`config.mk`:
```
export PLATFORM = sky130hd
export DESIGN_NAME = tdp_ram_bist
export DESIGN_NICKNAME = d
export VERILOG_FILES = /design/src/rtl/tdp_bist_pkg.sv /design/src/rtl/tdp_bist_cmp_pipe.sv /design/src/rtl/tdp_ram_bist.sv
export SDC_FILE = /design/constraint.sdc
export NUM_CORES = 1
export LEC_CHECK = 0
export CAP_MARGIN = 10
export CORE_UTILIZATION = 51
export DETAILED_ROUTE_END_ITERATION = 10
export PLACE_DENSITY_LB_ADDON = 0.25
export SLEW_MARGIN = 20
export SYNTH_ARGS = -nofsm -noshare
export SYNTH_HDL_FRONTEND = slang
export SYNTH_HIERARCHICAL = 1
export SYNTH_SLANG_ARGS = --single-unit
```
`constraint.sdc`:
```
create_clock -name clk -period 3.25 [get_ports clk]
set_input_delay 0.4875 -clock clk [delete_from_list [all_inputs] [get_ports clk]]
set_output_delay 0.4875 -clock clk [all_outputs]
set_load 0.1 [all_outputs]
```
`src/rtl/tdp_bist_pkg.sv`:
```
// Shared definitions for the true dual-port RAM BIST: FSM state encoding,
// pass-select constants and the address-derived pattern function.
package tdp_bist_pkg;

  typedef enum logic [2:0] {
    IDLE  = 3'd0,
    WRITE = 3'd1,
    READ  = 3'd2,
    DRAIN = 3'd3,
    DONE  = 3'd4
  } bist_state_e;

  // Pass 0 uses the seed as-is, pass 1 uses its complement.
  localparam logic PASS_FWD = 1'b0;
  localparam logic PASS_INV = 1'b1;

  // Working width of pat(); callers cast the result to their data width.
  localparam int unsigned PAT_MAX_W = 32;

  // Zero-extended address XOR (seed or ~seed).
  function automatic logic [PAT_MAX_W-1:0] pat(input logic [PAT_MAX_W-1:0] a,
                                               input logic [PAT_MAX_W-1:0] seed,
                                               input logic p);
    return a ^ (p ? ~seed : seed);
  endfunction

endpackage

```
`src/rtl/tdp_bist_cmp_pipe.sv`:
```
// Read-compare pipeline: delays {valid, address, pass} by RD_LAT cycles per
// port so they line up with the RAM read data, then flags mismatches.
module tdp_bist_cmp_pipe
  import tdp_bist_pkg::*;
#(
  parameter int unsigned       DATA_W = 8,
  parameter int unsigned       ADDR_W = 7,
  parameter logic [DATA_W-1:0] SEED   = 8'hAA,
  parameter int unsigned       RD_LAT = 1
) (
  input  logic              clk,
  input  logic              rst_n,
  input  logic              clr_i,
  input  logic              v1_i,
  input  logic              v2_i,
  input  logic [ADDR_W-1:0] a1_i,
  input  logic [ADDR_W-1:0] a2_i,
  input  logic              p_i,
  input  logic [DATA_W-1:0] q1_i,
  input  logic [DATA_W-1:0] q2_i,
  output logic              mism1_o,
  output logic              mism2_o,
  output logic [ADDR_W-1:0] addr1_o,
  output logic [ADDR_W-1:0] addr2_o
);

  localparam int unsigned LAST = RD_LAT - 1;

  logic              v1_q [RD_LAT];
  logic              v2_q [RD_LAT];
  logic              p1_q [RD_LAT];
  logic              p2_q [RD_LAT];
  logic [ADDR_W-1:0] a1_q [RD_LAT];
  logic [ADDR_W-1:0] a2_q [RD_LAT];

  function automatic logic [DATA_W-1:0] pat_w(input logic [ADDR_W-1:0] a, input logic p);
    return DATA_W'(pat(PAT_MAX_W'(a), PAT_MAX_W'(SEED), p));
  endfunction

  // Shift the issued read descriptors along the read-latency delay line.
  always_ff @(posedge clk or negedge rst_n) begin
    if (!rst_n) begin
      for (int k = 0; k < RD_LAT; k++) begin
        v1_q[k] <= 1'b0;
        v2_q[k] <= 1'b0;
        p1_q[k] <= 1'b0;
        p2_q[k] <= 1'b0;
        a1_q[k] <= {ADDR_W{1'b0}};
        a2_q[k] <= {ADDR_W{1'b0}};
      end
    end else if (clr_i) begin
      for (int k = 0; k < RD_LAT; k++) begin
        v1_q[k] <= 1'b0;
        v2_q[k] <= 1'b0;
        p1_q[k] <= 1'b0;
        p2_q[k] <= 1'b0;
        a1_q[k] <= {ADDR_W{1'b0}};
        a2_q[k] <= {ADDR_W{1'b0}};
      end
    end else begin
      v1_q[0] <= v1_i;
      v2_q[0] <= v2_i;
      p1_q[0] <= p_i;
      p2_q[0] <= p_i;
      a1_q[0] <= a1_i;
      a2_q[0] <= a2_i;
      for (int k = 1; k < RD_LAT; k++) begin
        v1_q[k] <= v1_q[k-1];
        v2_q[k] <= v2_q[k-1];
        p1_q[k] <= p1_q[k-1];
        p2_q[k] <= p2_q[k-1];
        a1_q[k] <= a1_q[k-1];
        a2_q[k] <= a2_q[k-1];
      end
    end
  end

  assign addr1_o = a1_q[LAST];
  assign addr2_o = a2_q[LAST];
  assign mism1_o = v1_q[LAST] & (q1_i != pat_w(a1_q[LAST], p1_q[LAST]));
  assign mism2_o = v2_q[LAST] & (q2_i != pat_w(a2_q[LAST], p2_q[LAST]));

endmodule

```
`src/rtl/tdp_ram_bist.sv`:
```
// BIST controller for an 8x128 true dual-port RAM. Writes each half through
// one port and reads it back through the other, two passes (seed, ~seed).
// Optional feature macro: TDP_BIST_ERR_COUNT_EN (count errors, never abort).
module tdp_ram_bist
  import tdp_bist_pkg::*;
#(
  parameter int unsigned       DATA_W = 8,
  parameter int unsigned       ADDR_W = 7,
  parameter logic [DATA_W-1:0] SEED   = 8'hAA,
  parameter int unsigned       RD_LAT = 1
) (
  input  logic              clk,
  input  logic              rst_n,
  input  logic              start,
  output logic              busy,
  output logic              done,
  output logic              pass,
  output logic [ADDR_W-1:0] fail_addr,
  output logic              fail_port,
  output logic [ADDR_W-1:0] a1,
  output logic [ADDR_W-1:0] a2,
  output logic [DATA_W-1:0] d1,
  output logic [DATA_W-1:0] d2,
  output logic              we1,
  output logic              we2,
  input  logic [DATA_W-1:0] q1,
  input  logic [DATA_W-1:0] q2
`ifdef TDP_BIST_ERR_COUNT_EN
  ,
  output logic [ADDR_W+1:0] err_count
`endif
);

  localparam int unsigned       CW           = ADDR_W - 1;
  localparam logic [CW-1:0]     CNT_ZERO     = {CW{1'b0}};
  localparam logic [CW-1:0]     CNT_ONE      = {{(CW-1){1'b0}}, 1'b1};
  localparam logic [CW-1:0]     CNT_LAST     = {CW{1'b1}};
  localparam int unsigned       DRAIN_LAST_I = RD_LAT - 1;
  localparam logic [CW-1:0]     DRAIN_LAST   = DRAIN_LAST_I[CW-1:0];
  localparam logic [ADDR_W-1:0] ADDR_ZERO    = {ADDR_W{1'b0}};
  localparam logic [DATA_W-1:0] DATA_ZERO    = {DATA_W{1'b0}};

  bist_state_e       state_q, state_d;
  logic [CW-1:0]     cnt_q, cnt_d;
  logic              p_q, p_d;
  logic              rd_v_q, rd_v_d;
  logic [ADDR_W-1:0] a1_q, a1_d, a2_q, a2_d;
  logic [DATA_W-1:0] d1_q, d1_d, d2_q, d2_d;
  logic              we1_q, we1_d, we2_q, we2_d;
  logic              busy_q, busy_d, done_q, done_d, pass_q, pass_d;
  logic [ADDR_W-1:0] fail_addr_q, fail_addr_d;
  logic              fail_port_q, fail_port_d;
  logic              found_q, found_d;
  logic              start_acc_s;
  logic              mism1_s, mism2_s, chk_en_s, mism_any_s;
  logic [ADDR_W-1:0] cmp_a1_s, cmp_a2_s;

`ifdef TDP_BIST_ERR_COUNT_EN
  localparam int unsigned EW = ADDR_W + 2;
  logic [EW-1:0] err_q, err_d;

  function automatic logic [EW-1:0] sat_add(input logic [EW-1:0] acc, input logic [1:0] inc);
    logic [EW:0] sum;
    sum = {1'b0, acc} + {{(EW-1){1'b0}}, inc};
    if (sum[EW]) begin
      return {EW{1'b1}};
    end else begin
      return sum[EW-1:0];
    end
  endfunction
`endif

  function automatic logic [DATA_W-1:0] pat_w(input logic [ADDR_W-1:0] a, input logic p);
    return DATA_W'(pat(PAT_MAX_W'(a), PAT_MAX_W'(SEED), p));
  endfunction

  tdp_bist_cmp_pipe #(
    .DATA_W(DATA_W), .ADDR_W(ADDR_W), .SEED(SEED), .RD_LAT(RD_LAT)
  ) u_cmp (
    .clk(clk), .rst_n(rst_n), .clr_i(start_acc_s),
    .v1_i(rd_v_q), .v2_i(rd_v_q), .a1_i(a1_q), .a2_i(a2_q), .p_i(p_q),
    .q1_i(q1), .q2_i(q2),
    .mism1_o(mism1_s), .mism2_o(mism2_s), .addr1_o(cmp_a1_s), .addr2_o(cmp_a2_s)
  );

  // Read data is only meaningful while a read phase or its drain is active.
  assign chk_en_s   = (state_q == READ) || (state_q == DRAIN);
  assign mism_any_s = chk_en_s & (mism1_s | mism2_s);

  // Next-state, counter, fail capture and next RAM-side output values.
  always_comb begin
    state_d     = state_q;
    cnt_d       = cnt_q;
    p_d         = p_q;
    busy_d      = busy_q;
    done_d      = done_q;
    pass_d      = pass_q;
    fail_addr_d = fail_addr_q;
    fail_port_d = fail_port_q;
    found_d     = found_q;
    start_acc_s = 1'b0;
    a1_d        = ADDR_ZERO;
    a2_d        = ADDR_ZERO;
    d1_d        = DATA_ZERO;
    d2_d        = DATA_ZERO;
    we1_d       = 1'b0;
    we2_d       = 1'b0;
    rd_v_d      = 1'b0;

    // First mismatch wins; port 1 has priority on a same-cycle tie.
    if (mism_any_s && !found_q) begin
      found_d     = 1'b1;
      fail_addr_d = mism1_s ? cmp_a1_s : cmp_a2_s;
      fail_port_d = mism1_s ? 1'b0 : 1'b1;
    end else begin
      found_d     = found_q;
    end

`ifdef TDP_BIST_ERR_COUNT_EN
    err_d = sat_add(err_q, {1'b0, chk_en_s & mism1_s} + {1'b0, chk_en_s & mism2_s});
`endif

    case (state_q)
      IDLE, DONE: begin
        if (start) begin
          start_acc_s = 1'b1;
          state_d     = WRITE;
          cnt_d       = CNT_ZERO;
          p_d         = PASS_FWD;
          busy_d      = 1'b1;
          done_d      = 1'b0;
          pass_d      = 1'b0;
          fail_addr_d = ADDR_ZERO;
          fail_port_d = 1'b0;
          found_d     = 1'b0;
`ifdef TDP_BIST_ERR_COUNT_EN
          err_d       = {EW{1'b0}};
`endif
        end else begin
          state_d = state_q;
        end
      end
      WRITE: begin
        if (cnt_q == CNT_LAST) begin
          state_d = READ;
          cnt_d   = CNT_ZERO;
        end else begin
          cnt_d   = cnt_q + CNT_ONE;
        end
      end
      READ: begin
        if (cnt_q == CNT_LAST) begin
          state_d = DRAIN;
          cnt_d   = CNT_ZERO;
        end else begin
          cnt_d   = cnt_q + CNT_ONE;
        end
      end
      DRAIN: begin
        if (cnt_q == DRAIN_LAST) begin
          cnt_d = CNT_ZERO;
          if (p_q == PASS_FWD) begin
            state_d = WRITE;
            p_d     = PASS_INV;
          end else begin
            state_d = DONE;
            busy_d  = 1'b0;
            done_d  = 1'b1;
`ifdef TDP_BIST_ERR_COUNT_EN
            pass_d  = (err_d == {EW{1'b0}});
`else
            pass_d  = ~(found_q | mism_any_s);
`endif
          end
        end else begin
          cnt_d = cnt_q + CNT_ONE;
        end
      end
      default: begin
        state_d = IDLE;
        busy_d  = 1'b0;
      end
    endcase

`ifndef TDP_BIST_ERR_COUNT_EN
    // Abort on the first mismatch; the RAM-side outputs go idle below.
    if (mism_any_s) begin
      state_d = DONE;
      cnt_d   = CNT_ZERO;
      busy_d  = 1'b0;
      done_d  = 1'b1;
      pass_d  = 1'b0;
    end else begin
      state_d = state_d;
    end
`endif

    // RAM-side outputs follow the state and index being entered.
    if (state_d == WRITE) begin
      a1_d  = {1'b0, cnt_d};
      a2_d  = {1'b1, cnt_d};
      d1_d  = pat_w({1'b0, cnt_d}, p_d);
      d2_d  = pat_w({1'b1, cnt_d}, p_d);
      we1_d = 1'b1;
      we2_d = 1'b1;
    end else if (state_d == READ) begin
      a1_d   = {1'b1, cnt_d};
      a2_d   = {1'b0, cnt_d};
      rd_v_d = 1'b1;
    end else begin
      rd_v_d = 1'b0;
    end
  end

  // Controller state and registered outputs.
  always_ff @(posedge clk or negedge rst_n) begin
    if (!rst_n) begin
      state_q     <= IDLE;
      cnt_q       <= CNT_ZERO;
      p_q         <= PASS_FWD;
      rd_v_q      <= 1'b0;
      a1_q        <= ADDR_ZERO;
      a2_q        <= ADDR_ZERO;
      d1_q        <= DATA_ZERO;
      d2_q        <= DATA_ZERO;
      we1_q       <= 1'b0;
      we2_q       <= 1'b0;
      busy_q      <= 1'b0;
      done_q      <= 1'b0;
      pass_q      <= 1'b0;
      fail_addr_q <= ADDR_ZERO;
      fail_port_q <= 1'b0;
      found_q     <= 1'b0;
`ifdef TDP_BIST_ERR_COUNT_EN
      err_q       <= {EW{1'b0}};
`endif
    end else begin
      state_q     <= state_d;
      cnt_q       <= cnt_d;
      p_q         <= p_d;
      rd_v_q      <= rd_v_d;
      a1_q        <= a1_d;
      a2_q        <= a2_d;
      d1_q        <= d1_d;
      d2_q        <= d2_d;
      we1_q       <= we1_d;
      we2_q       <= we2_d;
      busy_q      <= busy_d;
      done_q      <= done_d;
      pass_q      <= pass_d;
      fail_addr_q <= fail_addr_d;
      fail_port_q <= fail_port_d;
      found_q     <= found_d;
`ifdef TDP_BIST_ERR_COUNT_EN
      err_q       <= err_d;
`endif
    end
  end

  assign busy      = busy_q;
  assign done      = done_q;
  assign pass      = pass_q;
  assign fail_addr = fail_addr_q;
  assign fail_port = fail_port_q;
  assign a1        = a1_q;
  assign a2        = a2_q;
  assign d1        = d1_q;
  assign d2        = d2_q;
  assign we1       = we1_q;
  assign we2       = we2_q;
`ifdef TDP_BIST_ERR_COUNT_EN
  assign err_count = err_q;
`endif

endmodule

```
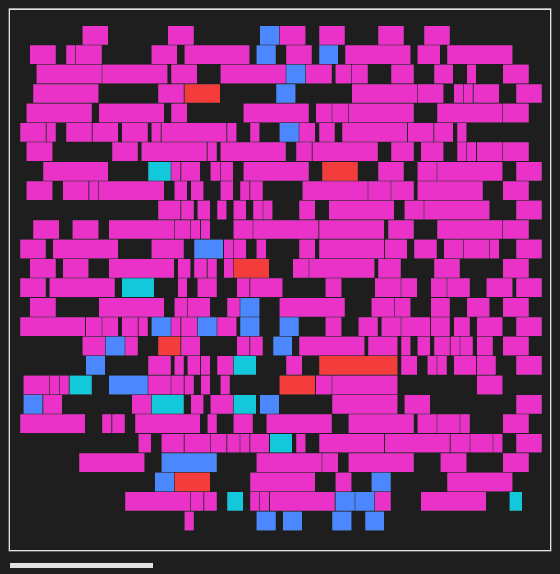
Figure 1: cells by drive strength.
Scale bar: 20 um.
Key: blue = _3 and _4 cells [cells 27]; red = _6 and larger [cells 7]; magenta = _0 and _1 cells [cells 273]; cyan = _2 cells [cells 9]
finished layout cell area: 0.00343 mm2
crit path setup slack, layout: 0.206 ns
synthesis-to-layout area growth: 24.0%

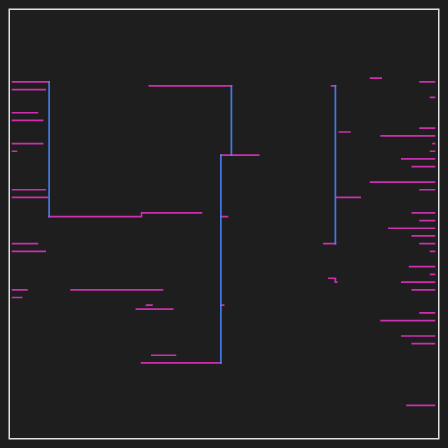
Figure 2: metal layers overlaid.
Only two layers are drawn.
Key: magenta = metal 3 [wire length 261 um]; blue = metal 4 [wire length 101 um]
Routed wire per std cell: 14.3 um
total global-route track usage: 20.7%
final wirelength: 5.51 mm
routed vias: 2014

==> results.json <==
{
  "mux_share_pct": 5.43,
  "switching_share_pct": 53.2,
  "grt_pass1_wl_mm": 8.60,
  "floorplanUtilization_pct": 53.4,
  "slew_headroom_pct": 29.9,
  "critical_path.max_fanout": 7,
  "power_per_cell_area_mw_per_mm2": 981,
  "detailedPlacementHpwl_mm": 4.04,
  "worst_setup_path_end_kind": "flop",
  "power.sequential.fraction_pct": 29.6,
  "ir_drop_mv": 0.813,
  "clk_pin_slew_ns": 0.10,
  "outcome": "finished, final reports clean",
  "use_met2_pct": 34.5,
  "static-leakage-power_nw": 1.57,
  "lay_top_count": "dfrtp_1",
  "number_of_warnings_the_tools_reported": 27,
  "clkSinkCount": 55,
  "final_layout_size_suffix_gt1_share_pct": 13.6,
  "post_synth_inst_count": 262,
  "final_min_period_over_clock_period_pct": 93.7,
  "initialDrtViolationCount": 81,
  "synthesis_stage_register_bit_count": 55,
  "antenna-diode-count": 0,
  "internal_power_component_mw": 1.58,
  "seq_cell_area_mm2": 0.00138,
  "final_max_slew_viol_count": 0,
  "portBuffers": 61,
  "worstPathRequired_ns": 3.48,
  "place_area_mm2": 0.00332,
  "compound_gate_portion_of_the_synthesized_area_pct": 11.9,
  "nets_at_floorplan": 283,
  "grt_start_max_net_pins": 41,
  "tritoncts": "done",
  "async_set_reset_flop_share_out_of_synthesis_pct": 100,
  "worst-setup-path-type": "input pin to flop",
  "synth.comb.largest_family": "simple AND/OR/NAND/NOR gates",
  "max-cap-violations": 0,
  "xor_share_pct": 5.07,
  "final.setup.tns_ns": 0,
  "dp_worst_setup_slack_ns": -0.148,
  "lay_top_cells": "dfrtp_1, clkdlybuf4s50_1, nor2_1",
  "netSwitchingPower_mw": 1.79,
  "synth_simple_gate_area_share_pct": 18.4,
  "clockRootBuffer": "clkbuf_8",
  "die_height_um": 75.6,
  "ioPinCount": 62,
  "avgViaCountPerCell": 5.22,
  "global_placement_routability_congestion": 0.931,
  "wl_met2_mm": 2.70,
  "pwr-share-clk_pct": 13.3,
  "largest_cells_by_area_after_synthesis": "dfrtp_1, mux2i_1, nor2b_1",
  "antenna_violations_before_repair": 0,
  "fp.coreArea_mm2": 0.00517,
  "grt_use_met1_pct": 26.1,
  "routed.top_layer": "met4",
  "synth_sequential_area_ratio_pct": 49.8,
  "synth_chip_area_mm2": 0.00276,
  "globalRouteOverflowTotal": 0,
  "enable_flop_cells": 0,
  "synth-warning-count": 6,
  "dr.pass1.iters": 4,
  "cts.htree.levels": 2,
  "worstPathArrival_ns": 3.28,
  "fin_total_pwr_mw": 3.36,
  "p_comb_share_pct": 57.1,
  "post_synth.cell_area_avg_um2": 10.5,
  "cts.hold.buffers_added": 0,
  "fillerInstances": 422,
  "top_area_cell": "dfrtp_1",
  "most_used_routing_layer_in_global_routing": "met2",
  "worstMarginPinSlew_ns": 1.05,
  "synth_largest_type_area_fraction_pct": 49.8,
  "class_of_the_tightest_hold_or_removal_check": "input pin to async pin",
  "maximum_clock_frequency_mhz": 329,
  "wl_met3_um": 260,
  "routed_length_on_met1_mm": 2.45,
  "drc": 0,
  "ys.flop_type": "dfrtp_1",
  "synthDistinctLibCells": 52,
  "minimum_hold_slack_ns": 0.0754,
  "worstSetupStartpointType": "input pin",
  "first_global_vias": 1882,
  "clockBufferDepth": 2,
  "synth_adder_area_share_pct": 0.905,
  "ys_cells": 262,
  "tritoncts_buffers": 5
}
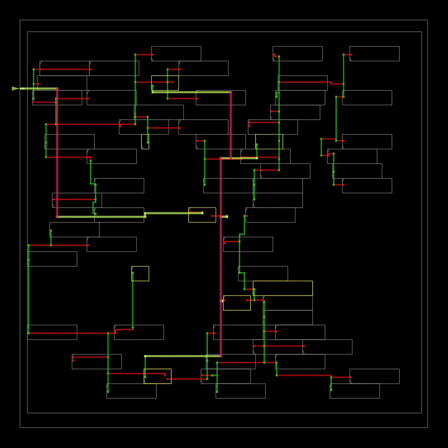
Figure 3: the clock network.
number of clock buffer instances in the layout: 6
sequential cell count of the final layout: 55
Fin Clk Skew: 0.00851 ns

## what timing repair did
action                     4_1_cts  5_1_grt
setup endpoints to repair        0        3
setup buffers                    0        0
gates resized                    0        1
## critical path, stage by stage
cell             delay (ns)
clkdlybuf4s50_1        0.42
xor2_1                 0.16
or4_1                  0.52
o21a_1                 0.18
o41a_1                 0.44
o21ai_1                0.21
buf_4                  0.15
nand2_1                0.06
nor2b_1                0.18
nand3_1                0.24
mux2i_1                0.22
## cell families after synthesis
logic type               count (synthesis)
flip-flops                              55
buffers and inverters                   38
multiplexers                            15
XOR/XNOR                                16
AND/OR/NAND/NOR                         93
adder cells (fa/ha/maj)                  2
AND-OR/OR-AND                           43
## flip-flops by register name, summed over array words and instances, names as in the netlist
| name | cells |
|---|---|
| state_q | 3 |
| u_cmp/v2_q | 1 |
| pass | 1 |
| p_q | 1 |
| d2 | 7 |
| u_cmp/addr2_o | 7 |
| done | 1 |
| a2 | 7 |
| busy | 1 |
| u_cmp/v1_q | 1 |
| fail_port | 1 |
| a1 | 1 |
| u_cmp/p2_q | 1 |
| d1 | 1 |
| cnt_q | 6 |
| u_cmp/addr1_o | 7 |
| fail_addr | 7 |
| found_q | 1 |
## power by group through the flow
stage | logic (mW) | registers (mW) | clock network (mW)
2_1_floorplan | 1.10 | 1.50 | 0
6_report | 1.92 | 0.995 | 0.449
5_1_grt | 2.00 | 1.02 | 0.489
3_5_place_dp | 1.92 | 1.01 | 0
3_3_place_gp | 1.90 | 1.01 | 0
4_1_cts | 1.92 | 0.997 | 0.465
## area by class of cell
type                    instances  share of cell area, %
flip-flops and latches         55                   40.2
multi-input cells             169                   33.6
repair buffers                 72                   19.1
well taps                      70                   2.56
clock buffers                   6                   2.12
inverters                      12                   1.31
clock inverters                 2                   1.13
## cell usage after synthesis (3+ instances only)
library cell / instances
buf_4: 18
dfrtp_1: 55
a21oi_1: 4
nor2_1: 26
nor3_1: 8
mux2i_1: 15
xor2_1: 6
nand2_1: 10
a211oi_1: 8
o21ai_0: 8
nor2b_1: 22
xnor2_1: 10
nand3_1: 5
inv_1: 12
buf_2: 3
buf_6: 3
## per-stage QoR
stage / utilization [%] / std cells
floorplan: - / 262
global placement: 64.1 / 378
detailed placement: 64.1 / 378
CTS: 66.3 / 386
global route: 66.3 / 386
finish: 66.3 / 386
## worst paths after layout
check                                           startpoint                      to  slack [ns]  cells past startpoint
worst max register to register  u_cmp/addr1_o[6]$_DFF_PN0_         d2[0]$_DFF_PN0_        0.39                     10
max in group asynchronous                            rst_n        pass$_DFFE_PN0P_        2.36                      2
min in group clk                          done$_DFFE_PN0P_        done$_DFFE_PN0P_        0.50                      1
worst min register to register            done$_DFFE_PN0P_        done$_DFFE_PN0P_        0.50                      1
worst max-delay path                                 q1[6]         d2[0]$_DFF_PN0_        0.21                     11
worst min-delay path                                 rst_n  fail_addr[1]$_DFF_PN0_        0.08                      1
Power figures rest on the tool's default switching activity, not on a simulated workload.
